Design lvds_word_aligner, sky130hd; sources not shown.
==> images/route_heat.png <==
(1.5 px per um) 16 x 22 tiles, from white (low) to dark blue (high), scaled to the fullest tile. Values are wire area over tile area, all layers added.
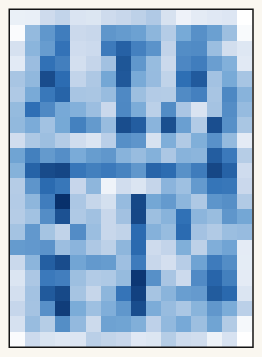
tiles over half the peak: 39%
mean over tiles: 0.16
fullest tile: 0.36
nearly empty tiles: 0.60%
vias after detailed routing: 12363
Routed WL per cell: 16.99 um

==> images/gates.png <==
(1.5 px per um)
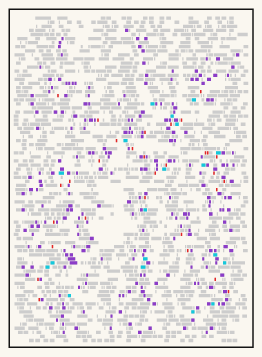
| colour | family | cells |
|---|---|---|
| purple | aoi and oai cells | 251 |
| cyan | non-inverting ao/oa cells | 19 |
| red | inv cells | 30 |
combinational share of cell area: 49.28%
final cell count without fillers: 2226

==> results.cfg <==
; implementation run metrics
[power]
power.density_cell_area_nw_per_um2 = 474.8
ir_drop_v = 0.0004618

[final_layout]
layout.cells.most_common = dfxtp_1
final_nets = 1869
num_antenna_cells = 0
flow.area_growth_from_synthesis_pct = 19.90

[placed_design]
portBuffers = 173
worst_setup_slack_post_dpl_ns = 0.2034
placement.cell_area_um2 = 17280

[logic_synthesis]
number_of_enable_flip_flop_cells = 0
post_synth.cell_area_avg_um2 = 9.316
mux_share_pct = 24.46
dominant_cell_type_by_area_after_synthesis = dfxtp_1
fp_nets = 1755
ys_types = 70
yosys-dominant-comb-family = multiplexers

[drt]
dr.pass1.iters = 5
vias_per_cell = 5.554
drc_errors = 0

[worst_setup_path]
reg2regPathDepth = 7
setup.worst_path.start_class = flip-flop
timing.reg2reg.setup_slack_ns = 0.37

[run]
log.warning_count = 43

[clock_tree]
worst_skew_pair.late_latency_ns = 0.56
clock_sink_count = 275
post-cts-setup-buffer-count = 0
cts_inserted_buffers = 30
clock_tree.htree_level_count = 1
cts-root-to-sink-buffers = 3

[grt]
grt_pass1_wl_mm = 62.64
grt_remaining_overflow = 0
first_global_vias = 12205
grt_usage_pct = 20.73
antenna_violations_before_repair = 0

[floorplanning]
core_util_floorplan_pct = 44.73
core_region_area_um2 = 34130

[sta]
unrepaired_setup_endpoints_after_global_routing = true
report.final.setup_viol = 0
worst-slew-pin-transition_ns = 1.041
post-route-period-util_pct = 87.93

[outcome]
run_status = finished clean
==> power by group <==
part	switching, mW	internal, mW	total (mW)
sequential	0.162	3.67	3.84
combinational	0.650	0.501	1.15
clock	1.45	2.25	3.70
total	2.26	6.43	8.69
==> area by class of cell <==
type                            instances  area, um^2  area share (%)
Inverter                               30       112.6          0.6151
Multi-Input combinational cell       1199        9021           49.28
Tap cell                              451       564.3           3.082
Clock buffer                           46       872.1           4.764
Sequential cell                       275        5513           30.11
Timing Repair Buffer                  217        2081           11.37
Clock inverter                          8       142.6          0.7792
==> worst max-delay path: stages, from the launching register on <==
cell and delay [ns]:
dfxtp_2 0.55, mux2i_1 0.41, or3b_2 0.48, a21oi_1 0.16, a31oi_1 0.10, or2_1 0.38, or3_1 0.40, a31oi_1 0.17
No activity file was given, so power comes from the tool's default toggle rates.
